[src/rtl/cpu_pkg.sv]
// rtl/cpu_pkg.sv - shared opcodes, ALU selects, FSM states and instruction field layout
package cpu_pkg;

    localparam logic [7:0] OPCODE_LOADI = 8'h00;
    localparam logic [7:0] OPCODE_MOV   = 8'h01;
    localparam logic [7:0] OPCODE_ADD   = 8'h02;
    localparam logic [7:0] OPCODE_SUB   = 8'h03;
    localparam logic [7:0] OPCODE_AND   = 8'h04;
    localparam logic [7:0] OPCODE_OR    = 8'h05;

    localparam logic [2:0] ALU_FWD = 3'b000;
    localparam logic [2:0] ALU_ADD = 3'b001;
    localparam logic [2:0] ALU_AND = 3'b010;
    localparam logic [2:0] ALU_OR  = 3'b011;

    localparam int OPCODE_MSB = 31;
    localparam int OPCODE_LSB = 24;
    localparam int DEST_MSB   = 23;
    localparam int DEST_LSB   = 16;
    localparam int SRC1_MSB   = 15;
    localparam int SRC1_LSB   = 8;
    localparam int SRC2_MSB   = 7;
    localparam int SRC2_LSB   = 0;
    localparam int REG_ADDR_W = 3;

    typedef enum logic [1:0] {
        ST_FETCH     = 2'd0,
        ST_DECODE    = 2'd1,
        ST_EXECUTE   = 2'd2,
        ST_WRITEBACK = 2'd3
    } state_t;

    typedef struct packed {
        logic [2:0] aluop;
        logic       imm_sel;
        logic       neg_sel;
        logic       illegal;
    } decode_t;

endpackage

[src/rtl/instr_decoder.sv]
// rtl/instr_decoder.sv - combinational opcode to ALU select / operand mux decode
module instr_decoder
    import cpu_pkg::*;
(
    input  logic [7:0] opcode_i,
    output decode_t    decode_o
);

    always_comb begin
        decode_o = '{aluop: ALU_FWD, imm_sel: 1'b0, neg_sel: 1'b0, illegal: 1'b0};
        case (opcode_i)
            OPCODE_LOADI: decode_o.imm_sel = 1'b1;
            OPCODE_MOV:   decode_o.aluop   = ALU_FWD;
            OPCODE_ADD:   decode_o.aluop   = ALU_ADD;
            OPCODE_SUB: begin
                // subtraction is add with operand 2 negated in the datapath
                decode_o.aluop   = ALU_ADD;
                decode_o.neg_sel = 1'b1;
            end
            OPCODE_AND:   decode_o.aluop   = ALU_AND;
            OPCODE_OR:    decode_o.aluop   = ALU_OR;
            default:      decode_o.illegal = 1'b1;
        endcase
    end

endmodule

[src/rtl/cpu_control_unit.sv]
// rtl/cpu_control_unit.sv - multi-cycle fetch/decode/execute/writeback sequencer
module cpu_control_unit
    import cpu_pkg::*;
#(
    parameter int unsigned ALU_WAIT = 2,
    parameter int unsigned PC_STEP  = 4
) (
    input  logic        CLK,
    input  logic        RESET,
    input  logic [31:0] INSTRUCTION,
    input  logic        INSTR_VALID,
    output logic        INSTR_READY,
    output logic [31:0] PC,
    output logic [2:0]  READREG1,
    output logic [2:0]  READREG2,
    output logic [2:0]  WRITEREG,
    output logic        WRITEENABLE,
    output logic [2:0]  ALUOP,
    output logic [7:0]  IMMEDIATE,
    output logic        IMM_SEL,
    output logic        NEG_SEL,
    output logic        BUSY,
    output logic        ILLEGAL
);

    localparam logic [3:0]  WAIT_INIT = 4'(ALU_WAIT - 1);
    localparam logic [31:0] PC_INC    = 32'(PC_STEP);

    state_t      state_q, state_d;
    logic [31:0] pc_q, pc_d;
    logic [3:0]  cnt_q, cnt_d;
    logic [7:0]  opcode_q, opcode_d;
    logic [2:0]  dest_q, dest_d;
    logic [2:0]  src1_q, src1_d;
    logic [7:0]  src2_q, src2_d;
    logic [2:0]  rr1_q, rr1_d;
    logic [2:0]  rr2_q, rr2_d;
    logic [2:0]  wr_q, wr_d;
    logic [7:0]  imm_q, imm_d;
    logic [2:0]  aluop_q, aluop_d;
    logic        imm_sel_q, imm_sel_d;
    logic        neg_sel_q, neg_sel_d;
    logic        we_q, we_d;
    logic        illegal_q, illegal_d;
    decode_t     dec;

    // Upper register-address bits are architecturally don't-care.
    logic unused_addr_bits;
    assign unused_addr_bits = ^{INSTRUCTION[DEST_MSB:DEST_LSB+REG_ADDR_W],
                                INSTRUCTION[SRC1_MSB:SRC1_LSB+REG_ADDR_W]};

    instr_decoder u_decoder (
        .opcode_i (opcode_q),
        .decode_o (dec)
    );

    always_comb begin
        state_d   = state_q;
        pc_d      = pc_q;
        cnt_d     = cnt_q;
        opcode_d  = opcode_q;
        dest_d    = dest_q;
        src1_d    = src1_q;
        src2_d    = src2_q;
        rr1_d     = rr1_q;
        rr2_d     = rr2_q;
        wr_d      = wr_q;
        imm_d     = imm_q;
        aluop_d   = aluop_q;
        imm_sel_d = imm_sel_q;
        neg_sel_d = neg_sel_q;
        we_d      = 1'b0;
        illegal_d = 1'b0;
        case (state_q)
            ST_FETCH: begin
                if (INSTR_VALID) begin
                    opcode_d = INSTRUCTION[OPCODE_MSB:OPCODE_LSB];
                    dest_d   = INSTRUCTION[DEST_LSB +: REG_ADDR_W];
                    src1_d   = INSTRUCTION[SRC1_LSB +: REG_ADDR_W];
                    src2_d   = INSTRUCTION[SRC2_MSB:SRC2_LSB];
                    state_d  = ST_DECODE;
                end
            end
            ST_DECODE: begin
                rr1_d     = src1_q;
                rr2_d     = src2_q[REG_ADDR_W-1:0];
                wr_d      = dest_q;
                imm_d     = src2_q;
                aluop_d   = dec.aluop;
                imm_sel_d = dec.imm_sel;
                neg_sel_d = dec.neg_sel;
                if (dec.illegal) begin
                    // skip the ALU wait; writeback runs with the strobe held low
                    illegal_d = 1'b1;
                    state_d   = ST_WRITEBACK;
                end else begin
                    cnt_d   = WAIT_INIT;
                    state_d = ST_EXECUTE;
                end
            end
            ST_EXECUTE: begin
                if (cnt_q == 4'd0) begin
                    we_d    = 1'b1;
                    state_d = ST_WRITEBACK;
                end else begin
                    cnt_d = cnt_q - 4'd1;
                end
            end
            ST_WRITEBACK: begin
                pc_d    = pc_q + PC_INC;
                state_d = ST_FETCH;
            end
            default: state_d = ST_FETCH;
        endcase
    end

    always_ff @(posedge CLK or posedge RESET) begin
        if (RESET) begin
            state_q   <= ST_FETCH;
            pc_q      <= '0;
            cnt_q     <= '0;
            opcode_q  <= '0;
            dest_q    <= '0;
            src1_q    <= '0;
            src2_q    <= '0;
            rr1_q     <= '0;
            rr2_q     <= '0;
            wr_q      <= '0;
            imm_q     <= '0;
            aluop_q   <= ALU_FWD;
            imm_sel_q <= 1'b0;
            neg_sel_q <= 1'b0;
            we_q      <= 1'b0;
            illegal_q <= 1'b0;
        end else begin
            state_q   <= state_d;
            pc_q      <= pc_d;
            cnt_q     <= cnt_d;
            opcode_q  <= opcode_d;
            dest_q    <= dest_d;
            src1_q    <= src1_d;
            src2_q    <= src2_d;
            rr1_q     <= rr1_d;
            rr2_q     <= rr2_d;
            wr_q      <= wr_d;
            imm_q     <= imm_d;
            aluop_q   <= aluop_d;
            imm_sel_q <= imm_sel_d;
            neg_sel_q <= neg_sel_d;
            we_q      <= we_d;
            illegal_q <= illegal_d;
        end
    end

    assign INSTR_READY = (state_q == ST_FETCH) && !RESET;
    assign BUSY        = (state_q != ST_FETCH);
    assign PC          = pc_q;
    assign READREG1    = rr1_q;
    assign READREG2    = rr2_q;
    assign WRITEREG    = wr_q;
    assign WRITEENABLE = we_q;
    assign ALUOP       = aluop_q;
    assign IMMEDIATE   = imm_q;
    assign IMM_SEL     = imm_sel_q;
    assign NEG_SEL     = neg_sel_q;
    assign ILLEGAL     = illegal_q;

endmodule
[config.mk]
export PLATFORM = sky130hd
export DESIGN_NAME = cpu_control_unit
export DESIGN_NICKNAME = d
export VERILOG_FILES = /design/src/rtl/cpu_pkg.sv /design/src/rtl/instr_decoder.sv /design/src/rtl/cpu_control_unit.sv
export SDC_FILE = /design/constraint.sdc
export NUM_CORES = 1
export LEC_CHECK = 0
export ABC_AREA = 1
export CAP_MARGIN = 20
export CORE_MARGIN = 2
export CORE_UTILIZATION = 45
export DETAILED_ROUTE_END_ITERATION = 10
export DONT_BUFFER_PORTS = 1
export HOLD_SLACK_MARGIN = 0.1
export SLEW_MARGIN = 20
export SYNTH_ARGS = -nofsm -noshare
export SYNTH_HDL_FRONTEND = slang
export SYNTH_SLANG_ARGS = --single-unit
[constraint.sdc]
create_clock -name CLK -period 6.5 [get_ports CLK]
set_input_delay 1.3 -clock CLK [delete_from_list [all_inputs] [get_ports CLK]]
set_output_delay 1.3 -clock CLK [all_outputs]
set_load 0.03 [all_outputs]
==> run_1/metal_stack.png <==
(6 px per µm) Only two layers are drawn.
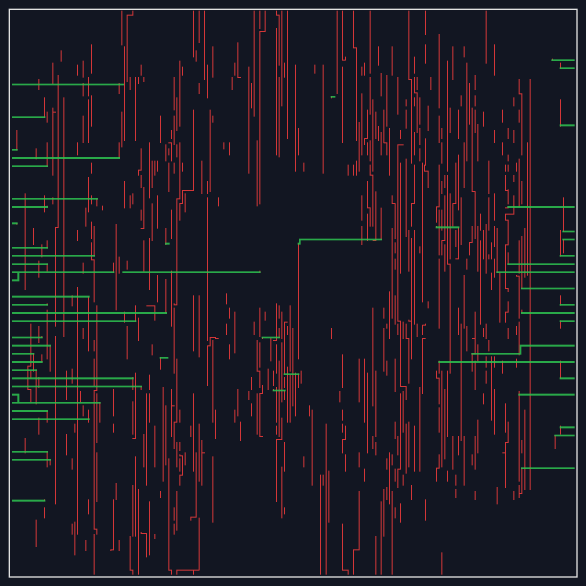
legend:
  met3:
    color: green
    wire_length: 479 µm
  met2:
    color: red
    wire_length: 3340 µm

==> run_1/final_congestion.png <==
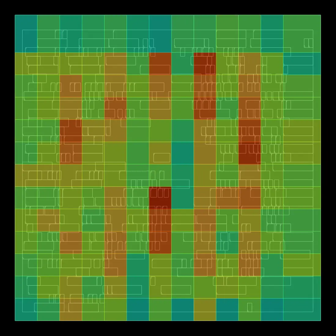
utilization after layout: 50.4%
gr usage total: 17.2%
met3 global-route usage: 5.11%
met1 Resource Use GR: 20.2%
average wire per cell in the routed design: 13.4 µm

==> run_1/pdn.png <==
(4 px per µm) Pins as bars on the die edge.
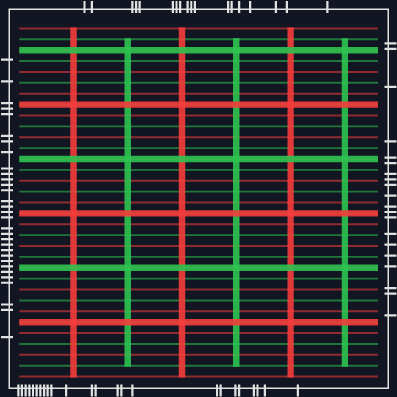
legend:
  VDD:
    color: green
  VSS:
    color: red
met1 rails: 33
met4 straps: 6
met5 straps: 6

==> summary.txt, run 1 <==
Implementation status.

- The stat command in Yosys gives a chip area of 3670 µm².
- The final count of negative-setup-slack endpoints is 0.
- The count of TritonRoute iterations in the first routing pass is 4.
- The portion of total power attributed to combinational logic is 26.2%.
- The Yosys step of the flow raised 0 warnings.
- For this design, the CTS-stage hold fixing added 0 buffers.
- Listed in order, past its start point the critical path passes inv_1 > ha_1 > inv_1 > nor2_1.
- After synthesis, the cell types taking the most area are dfrtp_1, nand2_1, mux2_2, inv_1, nor2_1.
- After synthesis, the share of flip-flops with an asynchronous set or reset is 100%.
- The peak supply drop is 0.266 mV.
- The count of H-tree levels built during CTS is 3.
- The final antenna-violating net count is 0.
- After synthesis, the share of cell area in mux cells is 6.13%.
- The via count of the first global-routing pass is 2660.
- The maximum fanout along the worst path is 5.
- The global placement routability congestion is 0.825.
- Summed over all instances, the cell type with the most area after synthesis is dfrtp_1.
- In this run the maximum-capacitance check reported violations numbering 0.
- At the worst endpoint, the required time is 5.20 ns.
- The post-synth register bit count is 78.
- Looking at the reg2reg group, the worst path starts from state_q[1].
- The number of antenna violations at the first check in global routing came to 0.
- The count of cells resized by post-cts repair is 0.
- The critical path is of the reg -> out type.
- The TritonCTS clock tree is done.
- The flow reports that the clock network draws 19.8% of the design power.
- The cell area that synthesis handed to floorplanning was 3670 µm².
- In this run, the synthesized area fraction spent on AND-OR/OR-AND gates is recorded as 1.57%.
- The worst path uses 46.6% of the clock period.
- The origin of the worst setup path is state_q[0].
- The slowest library cell on the worst path is nor2_1.
- Relative to the synthesized area, the layout overhead comes to 7.05%.
- The post-detailed-routing wire length is 6920 µm.
- The DRC violation count after routing is 0.
- The floorplan die area is 8900 µm².
- Counting cells, the worst reg-to-reg path comes to 8.
- The most used flip-flop cell after synthesis is dfrtp_1.
- According to the timing report, the arrival time at the worst endpoint equals 1.73 ns.
- The worst hold path was traced through 2 stages.
- The count of input and output buffers is 0.
- A synthesized cell averages 9.07 µm².
- The core outline area is 7810 µm².
- The gate count of the mapped netlist is 405.
- The detailed router placed 2558 vias in this run.
- Per the timing report, the achievable frequency comes out to 330 MHz.
- The share of the Yosys chip area taken by registers is 53.1%.
- The number of distinct standard cells referenced by the synthesized netlist is 25.
- The setup clock skew after layout is 0.0100 ns.
- The number of clock buffers added by TritonCTS is 9.
- After detailed routing, the number of vias per cell comes to 4.97.
- The fraction of the core area occupied by cells at floorplan is 47.1%.
- The post-synth count of flops with an enable pin is 0.
- After legalization and detailed placement, the total HPWL measured 4960 µm.
- The dominant cell by count in the synthesized netlist is nand2_1.
- The leakage power summed over all cells is 1.97 nW.
- The cell-mix breakdown from Yosys lists the adder-cell area share as 2.72%.
- The worst hold path belongs to the class reg -> reg.
- The total number of placement rows is 32.
- The clock tree root buffer cell is clkbuf_8.
- Clock latency on the worst-skew pair, taken at its later pin, is 0.34 ns.
- According to the floorplan report, the die height is 94.4 µm.
- The die is 94.4 µm wide.
- The final timing report lists a hold violation count of 0.
- The most used cell along the critical path is inv_1.
- Across all checked pins, the minimum headroom to the slew limit is 35.7%.
- The clock sink count is 78.
- The simple-gate portion of the synthesized area is 26.1%.
- The total count of max-transition violations in the final report is 0.
- In this run, the number of DRC markers left after iteration 0 of detailed routing was 75.
- Recorded from the global router log, the overflow total was 0.
- The logs give a warning total of 41.
- The flow ran to the end, and the final reports show no timing, DRC or antenna violations.
- The power per unit of standard cell area is 426 nW/µm².
- The synth_stat.txt file lists the number of cells as 405.
- The internal portion of the total power is 0.959 mW.
## run 1: registers in the layout, summed over array words and instances, names as in the netlist, 3 cells and up
signal / flops
IMMEDIATE: 6
PC: 30
READREG1: 3
WRITEREG: 3
cnt_q: 4
dest_q: 3
opcode_q: 8
src1_q: 3
src2_q: 8
## run 1: critical path, delay by kind of cell, from the launching register on
family,cells,cell delay (ns)
buffers and inverters,2,0.30
AND/OR/NAND/NOR,1,0.48
flip-flops,1,0.44
adder cells (fa/ha/maj),1,0.18
## run 1: per-stage QoR
step / hold slack [ns] / setup slack [ns] / util, % / instance area [µm²] / power, mW
after CTS: 0.479 / 3.44 / 50.4 / 3930 / 1.70
after floorplan: 0.441 / 3.20 / - / 3680 / 1.27
after global routing: 0.496 / 3.34 / 50.4 / 3930 / 1.81
after detailed placement: 0.461 / 3.47 / 48.1 / 3750 / 1.36
final: 0.476 / 3.47 / 50.4 / 3930 / 1.68
after global placement: 0.451 / 3.47 / 48.1 / 3750 / 1.34
## run 1: per-layer routing
layer	track usage [%]	routed length [µm]	vias to the layer above
met1	20.2	3030	1214
met2	29.6	3340	64
met4	6.52	74	0
li1	-	-	1274
met5	0	0	-
met3	5.11	479	6
## run 1: cells in the final DEF, fill, tap and decap left out
master,count
clkinv_2,1
ha_1,8
nand3b_1,5
nand4_2,1
o21bai_1,1
nor3_1,6
nand4_1,8
nor2_4,5
nand3_1,18
mux2_2,20
clkinv_4,2
clkinv_1,1
o21ai_0,6
clkbuf_8,9
nor2_2,4
xnor2_1,6
conb_1,3
inv_1,39
buf_4,1
nand2_2,2
inv_6,2
clkinvlp_4,3
nand2_1,135
nor2_1,32
nand3_4,1
xor2_1,12
a21oi_1,4
dfrtp_1,78
## run 1: final cells by class
| class | count | area (µm²) |
|---|---|---|
| fill | 766 | 3870 |
| sequential | 78 | 1950 |
| multi-input combinational | 277 | 1510 |
| inverter | 41 | 155 |
| tap | 102 | 128 |
| clock buffer | 9 | 124 |
| clock inverter | 7 | 57.6 |
| timing repair buffer | 1 | 7.51 |
## run 1: power groups by stage
| stage | clock, mW | sequential [mW] | combinational, mW |
|---|---|---|---|
| final | 0.332 | 0.904 | 0.440 |
| after floorplan | 0 | 0.865 | 0.403 |
| after global placement | 0 | 0.913 | 0.425 |
| after CTS | 0.343 | 0.909 | 0.448 |
| after global routing | 0.365 | 0.930 | 0.513 |
| after detailed placement | 0 | 0.917 | 0.446 |
## run 1: kinds of logic (layout without fill, tap and decap cells)
kind of cell | Yosys count | after routing
adders and majority gates | 8 | 8
and+or+nand+nor | 217 | 217
DFF | 78 | 78
AOI/OAI and AO/OA | 11 | 11
muxes | 20 | 20
other | 1 | 3
xor gates and xnor gates | 18 | 18
buffers and inverters | 52 | 58
## run 1: path summary, 6_finish.rpt
path	slack (ns)	to
max	3.47	INSTR_READY
min	0.48	WRITEREG[0]
max reg2reg	3.70	cnt_q[2]
min reg2reg	0.48	WRITEREG[0]
max in group asynchronous	4.73	PC[30]
min in group asynchronous	1.14	src2_q[0]
==> run_1/clock_map.png <==
(6 px per µm)
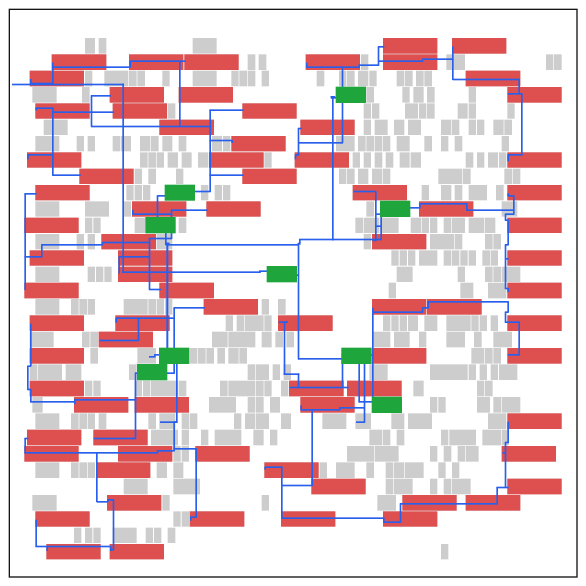

==> inputs of run 2 (changes only) <==
==> constraint.sdc (replaced) <==
create_clock -name CLK -period 2.7 [get_ports CLK]
set_input_delay 0.54 -clock CLK [delete_from_list [all_inputs] [get_ports CLK]]
set_output_delay 0.54 -clock CLK [all_outputs]
set_load 0.03 [all_outputs]
==> run_2/clock_map.png <==
(6 px per µm)
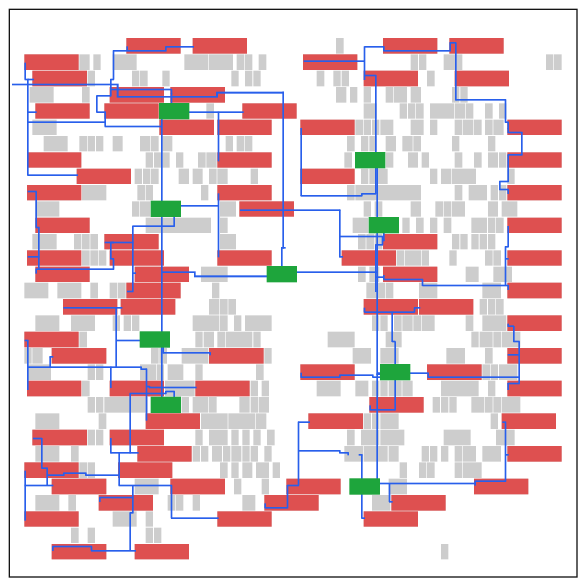
legend:
  cells driving clock nets:
    color: green
    count: 9
  clock wires:
    color: blue
    length: 1020 µm
  flip-flops:
    color: red
    count: 78
flops lie: spread over the die

==> run 2 against run 1 <==
Compared with the run above:
- non-clock buffer count up 3
- first-iteration DRC count decreased by 47%
- critical path type unchanged
- synthesized area stayed put
- final cell count up 0.58%
- utilization grew 1.1 points
==> summary.txt, run 2 <==
Implementation status.

- Summed over all instances, the cell type with the most area after synthesis is dfrtp_1.
- The cell that appears most often on the critical path is inv_1.
- The tool warning count is 41 (unchanged).
- For this design, the slowest cell found on the critical path is nor2_1.
- The average instance area after synthesis came to 9.07 µm² (unchanged).
- The category of the most critical setup path is reg -> out.
- The count of cells resized by post-cts repair is 0 (unchanged).
- The share of synthesized area spent on multiplexers is 6.13% (unchanged).
- The total buffers and inverters traversed by the critical path is 2 (unchanged).
- The number of warnings printed during yosys synthesis is 0 (unchanged).
- The sequential area share after synthesis came to 53.1% (unchanged).
- The simple-gate portion of the synthesized area came to 26.1% (unchanged).
- The post-synthesis cell count from yosys is 405 (unchanged).
- The core outline area was 7810 µm² (unchanged).
- The most used flip-flop cell after synthesis is dfrtp_1.
- Ranked by total cell area, the synthesized netlist is headed by dfrtp_1, nand2_1, mux2_2, inv_1, nor2_1.
- The count of filler cells inserted in the layout is 746 (-2.6%).
- The number of enable-type register cells in the synthesized netlist is 0 (unchanged).
- The total number of placement rows is 32 (unchanged).
- The peak supply drop is 0.723 mV (+170%).
- The clock sink count came to 78 (unchanged).
- The chip area estimate from yosys synthesis is 3670 µm² (unchanged).
- The post-detailed-routing wire length is 7030 µm (+1.5%).
- The iteration-0 DRC count of the detailed router is 40 (-47%).
- The critical path goes through inv_1 > ha_1 > inv_1 > nor2_1.
- The clock latency reported for the late side of the worst-skew pair is 0.35 ns (about the same).
- The root buffer cell chosen for the clock tree is clkbuf_8.
- The final count of negative-setup-slack endpoints is 0 (unchanged).
- The number of antenna violations at the first check in global routing is 0 (unchanged).
- The average routed wire per standard cell is 13.6 µm (+0.93%).
- The setup clock skew after layout is 0.00999 ns (-0.0000299 ns).
- The count of hold-fix buffers inserted at cts was 0 (unchanged).
- The required time reported for the critical path endpoint is 2.16 ns (-3.04 ns).
- The DRC violation count after routing was 0 (unchanged).
- The worst setup slack for register-to-register paths is 0.91 ns (-2.79 ns).
- The worst path uses 83.3% of the clock period.
- The post-layout utilization of the core is 51.5% (+1.1 points).
- The async set-reset flop share out of synthesis was 100% (unchanged).
- The critical path data arrival time was 1.71 ns (-0.02 ns).
- The worst slack on hold paths came to 0.140 ns (-0.336 ns).
- The summed area of non-filler cells in the final layout is 4020 µm² (+2.2%).
- The number of storage elements in the synthesis netlist is 78 (unchanged).
- The remaining global-route overflow was 0 (unchanged).
- The total number of vias is 2539 (-0.74%).
- The floorplan die area was 8900 µm² (unchanged).
- The count of final hold-check violations came to 0 (unchanged).
- The arithmetic-cell share of the synthesized area counting full adders, half adders and majority gates is 2.72% (unchanged).
- The count of input and output buffers is 0 (unchanged).
- The die extent in y is 94.4 µm (unchanged).
- The worst hold path class is in -> async.
- The clock buffer count from CTS is 9 (unchanged).
- The switching portion of total power comes to 40.4%.
- The clock group share of total power is 23.6% (+3.8 points).
- The flow ran to the end, and the final reports show no timing, DRC or antenna violations.
- The complex-gate fraction of the synthesized area is 1.57% (unchanged).
- The final antenna-violating net count was 0 (unchanged).
- TritonCTS built the clock tree.
- The leakage power summed over all cells came to 2.02 nW (+2.5%).
- The count of TritonRoute iterations in the first routing pass is 4 (unchanged).
- The post-layout worst setup margin came to 0.451 ns (-3.02 ns).
- The post-synthesis instance area is 3670 µm² (unchanged).
- The die extent in x is 94.4 µm (unchanged).
- The flip-flop count of the largest register after layout is 30 (unchanged).
- The worst-case reg-to-reg path depth is 8 (unchanged).
- By instance count after routing, the leading logic cell type is nand2_1.
- The endpoint of the lowest-slack register-to-register path is PC[26].
- The power per unit of standard cell area is 1060 nW/µm² (+150%).
- The worst max-slew margin expressed relative to the limit is 55.3% (+20 points).
- The cell area after placement is 3790 µm² (+0.93%).
- The total count of max-transition violations in the final report is 0 (unchanged).
- The average via count per standard cell was 4.90 (-1.3%).
- The count of H-tree levels built during CTS was 3 (unchanged).
- The portion of total power attributed to combinational logic is 25.2% (-1.0 points).
- The overall power of the completed layout is 4.26 mW (+150%).
- The area added between synthesis and finish is 9.36%.
- The detailed-placement wirelength estimate is 5060 µm (+2.0%).
- The origin of the worst setup path is state_q[0].
- The maximum fanout along the worst path was 5 (unchanged).
- The setup slack at placement came to 0.811 ns (-2.66 ns).
==> run_2/final_congestion.png <==
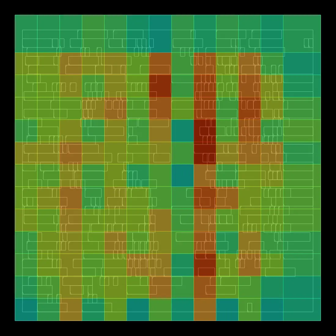
gr usage total: 17.2%
met1 Resource Use GR: 20.0%
GRT Max-Usage Layer: met2
met3 global-route usage: 5.51%

[run 2: worst max-delay path by stage]
| stage | cells after the start | slack [ns] | endpoint |
|---|---|---|---|
| finish | 4 | 0.45 | INSTR_READY |
| floorplan | 1 | 0.16 | ALUOP[0] |
| global placement | 4 | 0.80 | INSTR_READY |
| detailed placement | 4 | 0.81 | INSTR_READY |
| global route | 4 | 0.35 | INSTR_READY |
| CTS | 4 | 0.42 | INSTR_READY |
[run 2: layout make-up]
| type | instances | area, µm² | share of cell area [%] |
|---|---|---|---|
| clock inverter | 6 | 93.8 | 2.33 |
| sequential | 78 | 1950 | 48.6 |
| multi-input combinational | 277 | 1510 | 37.6 |
| clock buffer | 10 | 138 | 3.42 |
| tap | 102 | 128 | 3.18 |
| timing repair buffer | 4 | 42.5 | 1.06 |
| inverter | 41 | 155 | 3.86 |
[run 2: cell families after synthesis]
kind of cell    after synthesis
xor+xnor                     18
simple gates                217
compound gates               11
flops                        78
buf+inv                      52
mux                          20
fa+ha+maj                     8
other cells                   1
[run 2: per-layer routing]
layer  track usage, %  vias to the layer above  wire (µm)
met5                0                        -          0
li1                 -                     1267          -
met1             20.0                     1201       3020
met2             29.6                       59       3380
met3             5.51                       12        502
met4             6.52                        0        127
[run 2: power groups by stage]
stage               clock, mW  sequential, mW  combinational, mW
floorplan                   0            2.08              0.971
global placement            0            2.20               1.05
detailed placement          0            2.21               1.09
CTS                      1.03            2.19               1.10
global route             1.08            2.24               1.26
finish                   1.01            2.18               1.07
Power is estimated from default activity; no workload was simulated.
